**src/rtl/seg7_scan_driver.sv**
```systemverilog
// Multiplexed 7-segment scan driver with a shadow/active digit buffer committed at frame wrap.
// seg/dp/an are registered one cycle behind the scan state; frame_start lines up with those outputs.
module seg7_scan_driver #(
  parameter int NUM_DIGITS  = 4,
  parameter int REFRESH_DIV = 1000,
  parameter int ACTIVE_LOW  = 0,
  parameter int LZ_BLANK    = 0
) (
  input  logic                    clk,
  input  logic                    rst,
  input  logic                    en,
  input  logic                    load,
  input  logic [4*NUM_DIGITS-1:0] hex_in,
  input  logic [NUM_DIGITS-1:0]   dp_in,
  output logic [6:0]              seg,
  output logic                    dp,
  output logic [NUM_DIGITS-1:0]   an,
  output logic                    pending,
  output logic                    frame_start
);

  localparam int CW = $clog2(REFRESH_DIV);
  localparam int IW = (NUM_DIGITS > 1) ? $clog2(NUM_DIGITS) : 1;
  localparam int HW = 4 * NUM_DIGITS;
  localparam logic [CW-1:0] CNT_LAST = CW'(REFRESH_DIV - 1);
  localparam logic [IW-1:0] IDX_LAST = IW'(NUM_DIGITS - 1);
  localparam logic INV = (ACTIVE_LOW != 0);

  logic [CW-1:0]         cnt_q, cnt_d;
  logic [IW-1:0]         idx_q, idx_d;
  logic [HW-1:0]         shadow_hex_q, shadow_hex_d;
  logic [NUM_DIGITS-1:0] shadow_dp_q, shadow_dp_d;
  logic [HW-1:0]         active_hex_q, active_hex_d;
  logic [NUM_DIGITS-1:0] active_dp_q, active_dp_d;
  logic                  pending_q, pending_d;
  logic                  wrap_q, wrap_d;
  logic                  frame_start_q, frame_start_d;
  logic [6:0]            seg_q, seg_d;
  logic                  dp_q, dp_d;
  logic [NUM_DIGITS-1:0] an_q, an_d;

  logic                  tick, commit, an_on, nib_dp, zrun;
  logic [3:0]            nib;
  logic [6:0]            lit;
  logic [NUM_DIGITS-1:0] sel, blank;

  function automatic logic [6:0] hex2seg(input logic [3:0] h);
    case (h)
      4'h0: hex2seg = 7'h7E;
      4'h1: hex2seg = 7'h30;
      4'h2: hex2seg = 7'h6D;
      4'h3: hex2seg = 7'h79;
      4'h4: hex2seg = 7'h33;
      4'h5: hex2seg = 7'h5B;
      4'h6: hex2seg = 7'h5F;
      4'h7: hex2seg = 7'h70;
      4'h8: hex2seg = 7'h7F;
      4'h9: hex2seg = 7'h73;
      4'hA: hex2seg = 7'h77;
      4'hB: hex2seg = 7'h1F;
      4'hC: hex2seg = 7'h4E;
      4'hD: hex2seg = 7'h3D;
      4'hE: hex2seg = 7'h4F;
      default: hex2seg = 7'h47;
    endcase
  endfunction

  always_comb begin : scan_next
    tick   = en && (cnt_q == CNT_LAST);
    wrap_d = tick && (idx_q == IDX_LAST);
    commit = wrap_d && pending_q;

    cnt_d = cnt_q;
    if (en) cnt_d = (cnt_q == CNT_LAST) ? '0 : cnt_q + 1'b1;
    idx_d = idx_q;
    if (tick) idx_d = (idx_q == IDX_LAST) ? '0 : idx_q + 1'b1;

    // Commit reads the pre-edge shadow, so a coincident load lands for the next frame.
    shadow_hex_d  = load ? hex_in : shadow_hex_q;
    shadow_dp_d   = load ? dp_in : shadow_dp_q;
    active_hex_d  = commit ? shadow_hex_q : active_hex_q;
    active_dp_d   = commit ? shadow_dp_q : active_dp_q;
    pending_d     = load | (pending_q & ~commit);
    frame_start_d = wrap_q;
  end

  always_comb begin : drive_next
    sel    = '0;
    blank  = '0;
    nib    = 4'h0;
    nib_dp = 1'b0;
    zrun   = 1'b1;
    for (int k = 0; k < NUM_DIGITS; k++) begin
      sel[k] = (idx_q == IW'(k));
      if (sel[k]) begin
        nib    = active_hex_q[4*k +: 4];
        nib_dp = active_dp_q[k];
      end
    end
    // Leading-zero run from the top digit down; digit 0 is never part of it.
    for (int k = NUM_DIGITS - 1; k >= 1; k--) begin
      zrun     = zrun && (active_hex_q[4*k +: 4] == 4'h0);
      blank[k] = zrun && (LZ_BLANK != 0);
    end

    an_on = en && (cnt_q != '0);
    lit   = (|(sel & blank)) ? 7'h00 : hex2seg(nib);
    an_d  = (an_on ? sel : '0) ^ {NUM_DIGITS{INV}};
    seg_d = (an_on ? lit : 7'h00) ^ {7{INV}};
    dp_d  = (an_on & nib_dp) ^ INV;
  end

  always_ff @(posedge clk) begin
    if (rst) begin
      cnt_q         <= '0;
      idx_q         <= '0;
      shadow_hex_q  <= '0;
      shadow_dp_q   <= '0;
      active_hex_q  <= '0;
      active_dp_q   <= '0;
      pending_q     <= 1'b0;
      wrap_q        <= 1'b0;
      frame_start_q <= 1'b0;
      seg_q         <= {7{INV}};
      dp_q          <= INV;
      an_q          <= {NUM_DIGITS{INV}};
    end else begin
      cnt_q         <= cnt_d;
      idx_q         <= idx_d;
      shadow_hex_q  <= shadow_hex_d;
      shadow_dp_q   <= shadow_dp_d;
      active_hex_q  <= active_hex_d;
      active_dp_q   <= active_dp_d;
      pending_q     <= pending_d;
      wrap_q        <= wrap_d;
      frame_start_q <= frame_start_d;
      seg_q         <= seg_d;
      dp_q          <= dp_d;
      an_q          <= an_d;
    end
  end

  assign seg         = seg_q;
  assign dp          = dp_q;
  assign an          = an_q;
  assign pending     = pending_q;
  assign frame_start = frame_start_q;

endmodule

```
**config.mk**
```make
export PLATFORM = sky130hd
export DESIGN_NAME = seg7_scan_driver
export DESIGN_NICKNAME = d
export VERILOG_FILES = /design/src/rtl/seg7_scan_driver.sv
export SDC_FILE = /design/constraint.sdc
export NUM_CORES = 1
export LEC_CHECK = 0
export CORE_AREA = 2 2 70 79
export CTS_BUF_LIST = sky130_fd_sc_hd__clkbuf_4
export DETAILED_ROUTE_END_ITERATION = 6
export DIE_AREA = 0 0 72 81
export PLACE_DENSITY = 0.93
export SLEW_MARGIN = 15
export SYNTH_ARGS = -nofsm -noshare
export SYNTH_HDL_FRONTEND = slang
export SYNTH_SLANG_ARGS = --single-unit
export TNS_END_PERCENT = 50
```
**constraint.sdc**
```tcl
create_clock -name clk -period 5.35 [get_ports clk]
set_clock_uncertainty 0.2 [all_clocks]
set_input_delay 0.535 -clock clk [delete_from_list [all_inputs] [get_ports clk]]
set_output_delay 0.535 -clock clk [all_outputs]
set_load 0.02 [all_outputs]
```
Figure 1. Metal 3 (run 1).
Scale bar: 20 um.
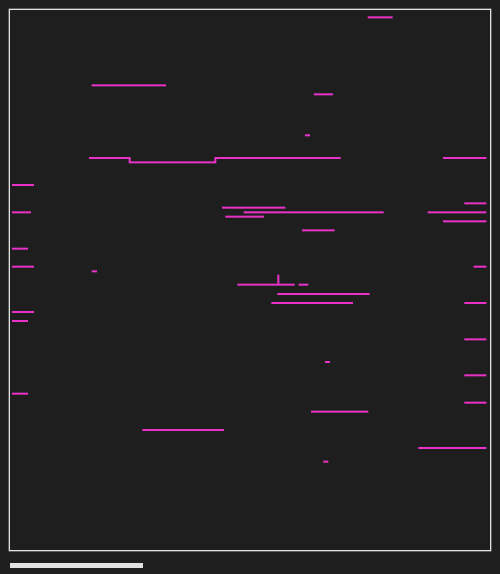
longest straight run: 20.7 um
nets with wire on the layer: 27
main direction: horizontal
wire length on this layer: 218 um

Figure 2. Clock wiring as the flow saved it (run 1).
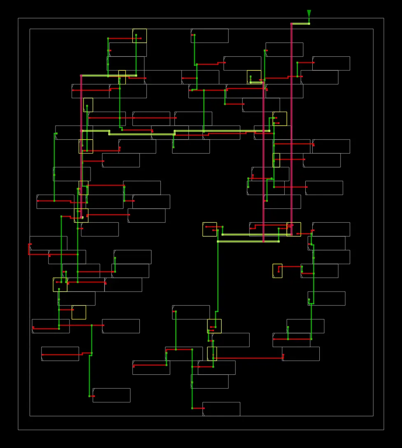
count of clock tree sinks: 67
reported clock group power: 0.000261 W
tally of clock buffers in the finished layout: 9

Figure 3. Routed metal per tile (run 1).
Scale bar: 20 um. 14 x 16 tiles, from dark blue (low) to red (high), scaled to the fullest tile. Values are wire area over tile area, all layers added.
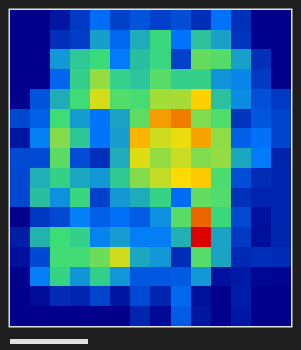
tiles over half the peak: 20%
mean over tiles: 0.14
fullest tile: 0.51
densest ninth of the die: middle

==> notes.md, run 1 <==
Implementation progress

The flow ran to the end, and the final reports show no timing, DRC or antenna violations. The DRC violation total left in the routed layout is recorded as 0. The highest cell delay on the worst timing path stands at 0.48 ns.

The transition time recorded at the tightest slew-check pin is 0.7978 ns. The total overflow left after global routing is 0. The portion of total power attributed to the clock network stands at 0.308.

The count of nets left with antenna violations once routing finished came out at 0. The via count of the first global-routing pass is 1876. In the finished design, the share of the clock period the worst path needs comes to 0.5631. The endpoint identified for the worst register-to-register timing path is seg[3]. The number of different library cells in the post-synthesis netlist stands at 49. Counting instances in the post-synthesis netlist gives the leading cell types as sky130_fd_sc_hd__dfxtp_1, sky130_fd_sc_hd__nor2_1, sky130_fd_sc_hd__mux2i_1. The arrival time reported for the critical path endpoint stands at 3.14 ns. Looking at the critical path, the single cell with the biggest stage delay is sky130_fd_sc_hd__a22oi_1. The yosys stat cell total stands at 292.

In this run, synthesis inferred 0 flip-flops with an integrated enable. The number of buffers added by the clock tree synthesis step stands at 9. The area fraction of the largest cell type after synthesis is 0.4607. The skew report gives the latency at the later pin of the worst-skew pair as 0.41 ns.

Buffers inserted to repair hold after CTS numbered 0. The effective utilization at floorplan stands at 0.5654. The clock-pin slew reported for the worst setup and hold paths after clock tree synthesis stands at 0.10 ns.

The count of fill cells added during filler insertion stands at 421. The final timing report counts setup violations totalling 0. The maximum number of pins on one net before global-route repair stands at 28.

The total area of sequential cells stands at 1341 sq um. The post-synthesis instance area stands at 2912 sq um. The initial antenna violation count was 0.

The total leakage power stands at 1.354 nW. The post-layout minimum cycle time stands at 3.012 ns. The cell sitting at the root of the clock tree is a sky130_fd_sc_hd__clkbuf_4.

Per the detail_route report, vias per standard cell equal 5.382. The report lists the power per cell area as 251.0 nW/um^2. The detailed router placed 2099 vias in this run.

The total chip power stands at 0.0008470 W. The worst setup path is captured at a flip-flop. According to the dpl log, the detail-placed design has an HPWL of 3.769 mm.

Per the final layout report, the fraction of cells sized above drive strength 1 comes to 0.09091. The total of buffers placed on input and output ports stands at 37. The launch point of the worst register-to-register path is recorded as idx_q[0].
run 1: worst max-delay path, delay by kind of cell, from the launching register on:
kind,cells,cell delay [ns]
flops,1,0.41
fa+ha+maj,2,0.66
compound gates,5,1.22
buf+inv,2,0.28
simple gates,1,0.17
run 1: power by group through the flow:
stage,sequential (W),combinational (W),clock (W)
4_1_cts,0.000521,0.0000673,0.000269
3_3_place_gp,0.000532,0.0000654,0
5_1_grt,0.000522,0.0000720,0.000290
6_report,0.000521,0.0000655,0.000261
2_1_floorplan,0.000535,0.0000323,0
3_5_place_dp,0.000532,0.0000669,0
run 1: final cells by class:
type / instances / area share
clock buffer: 9 / 0.02002
tap: 60 / 0.02225
sequential: 67 / 0.3975
multi-input combinational: 197 / 0.4249
timing repair buffer: 39 / 0.1127
inverter: 11 / 0.01224
clock inverter: 7 / 0.01038
run 1: flip-flops by register name, indices dropped and copies added (netlist names), 2 cells and up:
| signal | cells |
|---|---|
| shadow_hex_q | 16 |
| active_dp_q | 4 |
| seg | 7 |
| idx_q | 2 |
| an | 4 |
| cnt_q | 10 |
| active_hex_q | 16 |
| shadow_dp_q | 4 |
run 1: stage by stage:
step	area (sq um)	cells
floorplan	2912	292
global placement	3277	374
detailed placement	3277	374
CTS	3379	390
global route	3374	390
finish	3374	390
run 1: cells by family (layout without fill, tap and decap cells):
family                     after synthesis  count (layout)  synth area share
and+or+nand+nor                        101             101            0.1693
buffers and inverters                   28              66           0.04770
xor gates and xnor gates                 9               9           0.02707
DFF                                     67              67            0.4607
muxes                                   45              45            0.1551
adders and majority gates               13              13           0.05587
AOI/OAI and AO/OA                       29              29           0.08423
run 1: layer usage:
| metal | vias to the layer above | share of wire | wire length (um) | global-route usage |
|---|---|---|---|---|
| met2 | 46 | 0.49 | 2596 | 0.3083 |
| met4 | 0 | 0.026 | 138 | 0.1208 |
| met3 | 12 | 0.041 | 217 | 0.04591 |
| met5 | - | 0 | 0 | 0 |
| li1 | 1065 | - | - | - |
| met1 | 976 | 0.44 | 2295 | 0.2374 |
run 1: worst max path at each step:
stage,end,start,cells past startpoint
2_1_floorplan,seg[3],idx_q[0],10
3_3_place_gp,seg[3],idx_q[0],10
3_5_place_dp,seg[3],idx_q[0],10
4_1_cts,seg[3],idx_q[0],10
5_1_grt,seg[3],idx_q[0],10
6_report,seg[3],idx_q[0],10
run 1: placed cells by master, fill, tap and decap left out, types with 3 or more instances in the layout:
master and count:
sky130_fd_sc_hd__mux2i_1 44, sky130_fd_sc_hd__clkinv_2 4, sky130_fd_sc_hd__ha_1 13, sky130_fd_sc_hd__xnor2_1 3, sky130_fd_sc_hd__inv_1 10, sky130_fd_sc_hd__and3b_1 3
sky130_fd_sc_hd__nor2_1 58, sky130_fd_sc_hd__nand2_1 11, sky130_fd_sc_hd__and2_1 4, sky130_fd_sc_hd__dfxtp_1 67, sky130_fd_sc_hd__nor3_1 4, sky130_fd_sc_hd__clkbuf_4 9
sky130_fd_sc_hd__clkdlybuf4s50_1 36, sky130_fd_sc_hd__a221o_1 3, sky130_fd_sc_hd__a21oi_1 10, sky130_fd_sc_hd__xor2_1 6, sky130_fd_sc_hd__and3_1 3
Figure 4. Placed cells, one color a class (run 1).
Fill, decap, tap and diode cells in gray.
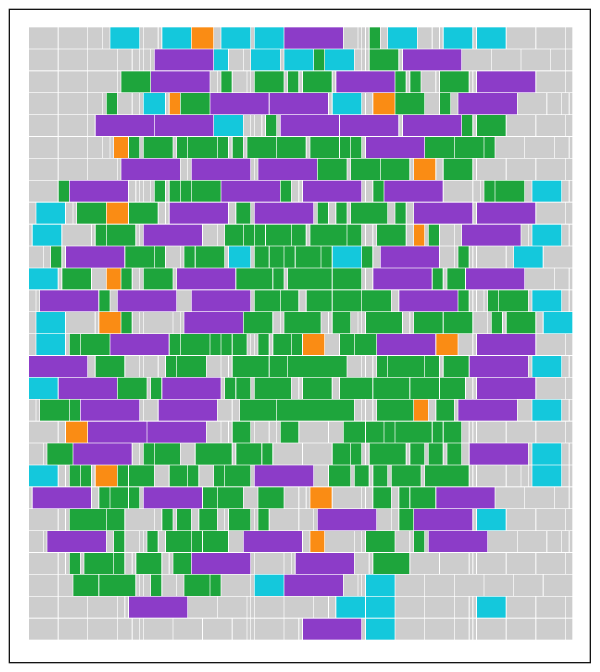

==> inputs of run 2 (changes only) <==
--- a/config.mk
+++ b/config.mk
@@ -5,11 +5,11 @@
 export SDC_FILE = /design/constraint.sdc
 export NUM_CORES = 1
 export LEC_CHECK = 0
-export CORE_AREA = 2 2 70 79
+export CORE_AREA = 2 2 76 85
 export CTS_BUF_LIST = sky130_fd_sc_hd__clkbuf_4
 export DETAILED_ROUTE_END_ITERATION = 6
-export DIE_AREA = 0 0 72 81
-export PLACE_DENSITY = 0.93
+export DIE_AREA = 0 0 78 87
+export PLACE_DENSITY = 0.85
 export SLEW_MARGIN = 15
 export SYNTH_ARGS = -nofsm -noshare
 export SYNTH_HDL_FRONTEND = slang
==> constraint.sdc (replaced) <==
create_clock -name clk -period 2.72 [get_ports clk]
set_clock_uncertainty 0.2 [all_clocks]
set_input_delay 0.272 -clock clk [delete_from_list [all_inputs] [get_ports clk]]
set_output_delay 0.272 -clock clk [all_outputs]
set_load 0.02 [all_outputs]
Figure 5. Placed cells, one color a class (run 2).
Fill, decap, tap and diode cells in gray.
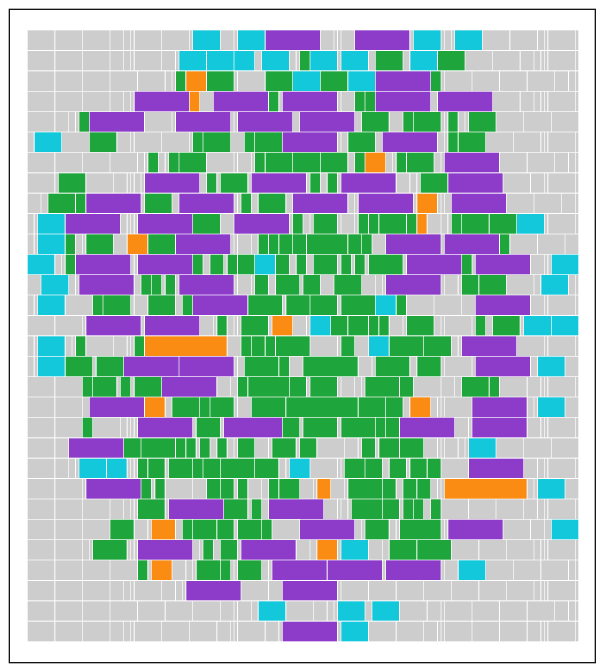
legend:
  orange:
    class: clock drivers and dummy loads
    cells: 15
  cyan:
    class: remaining buffers and delay cells
    cells: 44
  purple:
    class: sequential cells
    cells: 67
  green:
    class: combinational and other logic
    cells: 208
final cell area excluding filler cells: 3492 sq um
row count: 30
core footprint: 6006 sq um
core occupancy in the finished layout: 0.5815
Seq/total area: 0.3845

Figure 6. Clock wiring as the flow saved it (run 2).
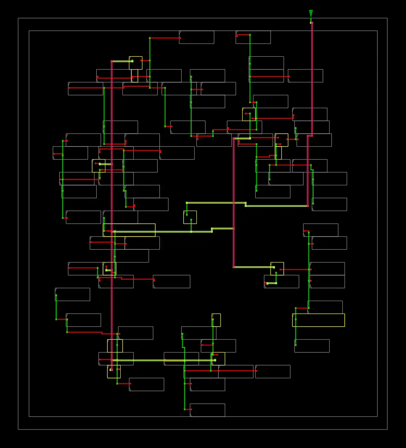
reported clock group power: 0.000686 W
registers: 67

==> run 2 against run 1 <==
Effect of this change: clock power grew to 2.6 times the previous value; first-iteration DRC count shrank 29%; area after synthesis is the same; flip-flop count is the same; power grew 120%.
==> notes.md, run 2 <==
Implementation progress

The largest registers in the layout are active_hex_q x16, shadow_hex_q x16, cnt_q x10. The worst-margin pin slew is 0.6246 ns (-0.1731 ns). The total leakage power stands at 1.396 nW (+3.1%). The remaining number of nets flagged by the antenna check after routing stands at 0 (unchanged). The arrival time reported for the critical path endpoint is 2.61 ns (-0.53 ns).

The routed via count came to 2090 (-0.43%). The final count of negative-setup-slack endpoints is 0 (unchanged). For the worst reg-to-reg path, the endpoint reported by OpenROAD is seg[3]. In this run the critical register-to-register path is launched from idx_q[1]. The total area of sequential cells stands at 1343 sq um (about the same). The clock insertion delay at the later pin of the skew report is 0.41 ns (about the same). The and-or/or-and share of the synthesized area stands at 0.08423 (unchanged). The via count of the first global-routing pass stands at 1959 (+4.4%). The highest cell delay on the worst timing path stands at 0.36 ns (-0.12 ns). The basic-gate share of the synthesized area counting and, or, nand and nor cells stands at 0.1693 (unchanged). The largest individual stage delay along the critical path comes from the cell sky130_fd_sc_hd__ha_1. The final critical-path share of the clock period stands at 0.9130 (+0.3499). The number of hold-repair buffers added at the cts stage stands at 0 (unchanged).

The number of enable flip-flop cells is 0 (unchanged). The portion of total power attributed to the clock network stands at 0.372 (+0.064). The flow ran to the end, and the final reports show no timing, DRC or antenna violations. Looking at the clock tree report, the root buffer type is sky130_fd_sc_hd__clkbuf_4.

The yosys stat cell total was 292 (unchanged). The count of fill cells added during filler insertion stands at 520 (+24%). The post-layout minimum cycle time is 2.483 ns (-0.5291 ns). The number of sinks driven by the clock tree was 67 (unchanged).
==> run 2: cell count changes in the layout (fill, tap and decap cells not counted), sizes merged <==
cell,delta
buf,+4
bufinv,+2
clkdlybuf4s50,+1
clkinv,-2
clkinvlp,-1
==> run 2: logic make-up after synthesis <==
kind of cell,count (synthesis)
AND-OR/OR-AND,29
XOR/XNOR,9
adder cells (fa/ha/maj),13
buffers and inverters,28
flip-flops,67
multiplexers,45
AND/OR/NAND/NOR,101
==> run 2: area by class of cell <==
type                    count  share of cell area
multi-input cells         197              0.4113
flip-flops and latches     67              0.3845
repair buffers             44              0.1211
well taps                  80             0.02866
clock inverters             6             0.02329
clock buffers               9             0.01935
inverters                  11             0.01182
==> run 2: repair_timing <==
| action | in CTS | in global routing |
|---|---|---|
| setup endpoints to repair | 0 | 2 |
| endpoints found under the hold margin | 0 | 0 |
| resized | 0 | 2 |
| buffers inserted | 0 | 0 |
==> run 2: power groups by stage <==
| stage | clock (W) | combinational [W] | sequential, W |
|---|---|---|---|
| after CTS | 0.000711 | 0.000133 | 0.00102 |
| after global routing | 0.000748 | 0.000146 | 0.00103 |
| after global placement | 0 | 0.000130 | 0.00105 |
| final | 0.000686 | 0.000132 | 0.00102 |
| after detailed placement | 0 | 0.000133 | 0.00105 |
| after floorplan | 0 | 0.0000635 | 0.00105 |
==> run 2: how the worst max path moves through the flow <==
stage / startpoint / slack [ns] / to / depth (start not counted)
final: idx_q[1] / 0.24 / seg[3] / 10
after global routing: idx_q[1] / 0.08 / seg[3] / 10
after CTS: idx_q[1] / 0.14 / seg[3] / 10
after detailed placement: idx_q[0] / 0.16 / seg[3] / 9
after global placement: idx_q[0] / 0.30 / seg[3] / 9
after floorplan: idx_q[0] / 0.11 / seg[3] / 10
==> run 2: stage by stage <==
step                      cell area [sq um]  setup WS, ns  instances
after floorplan                        2912        0.1089        292
after global placement                 3339        0.2987        399
after detailed placement               3339        0.1621        399
after CTS                              3488        0.1441        414
after global routing                   3492       0.08003        414
final                                  3492        0.2366        414
==> run 2: worst max-delay path: cells and delay by family (launching register included) <==
family / cells / cell delay (ns)
AND-OR/OR-AND: 3 / 0.58
AND/OR/NAND/NOR: 2 / 0.18
multiplexers: 1 / 0.24
buffers and inverters: 2 / 0.20
adder cells (fa/ha/maj): 2 / 0.65
flip-flops: 1 / 0.35
==> run 2: metal layers <==
layer	wire, um	part of all wire	track usage	vias up
met1	2350	0.45	0.2039	970
met3	183	0.035	0.03423	13
li1	-	-	-	1068
met4	163	0.031	0.1132	0
met5	0	0	0	-
met2	2509	0.48	0.2759	39
Power is estimated from default activity; no workload was simulated.
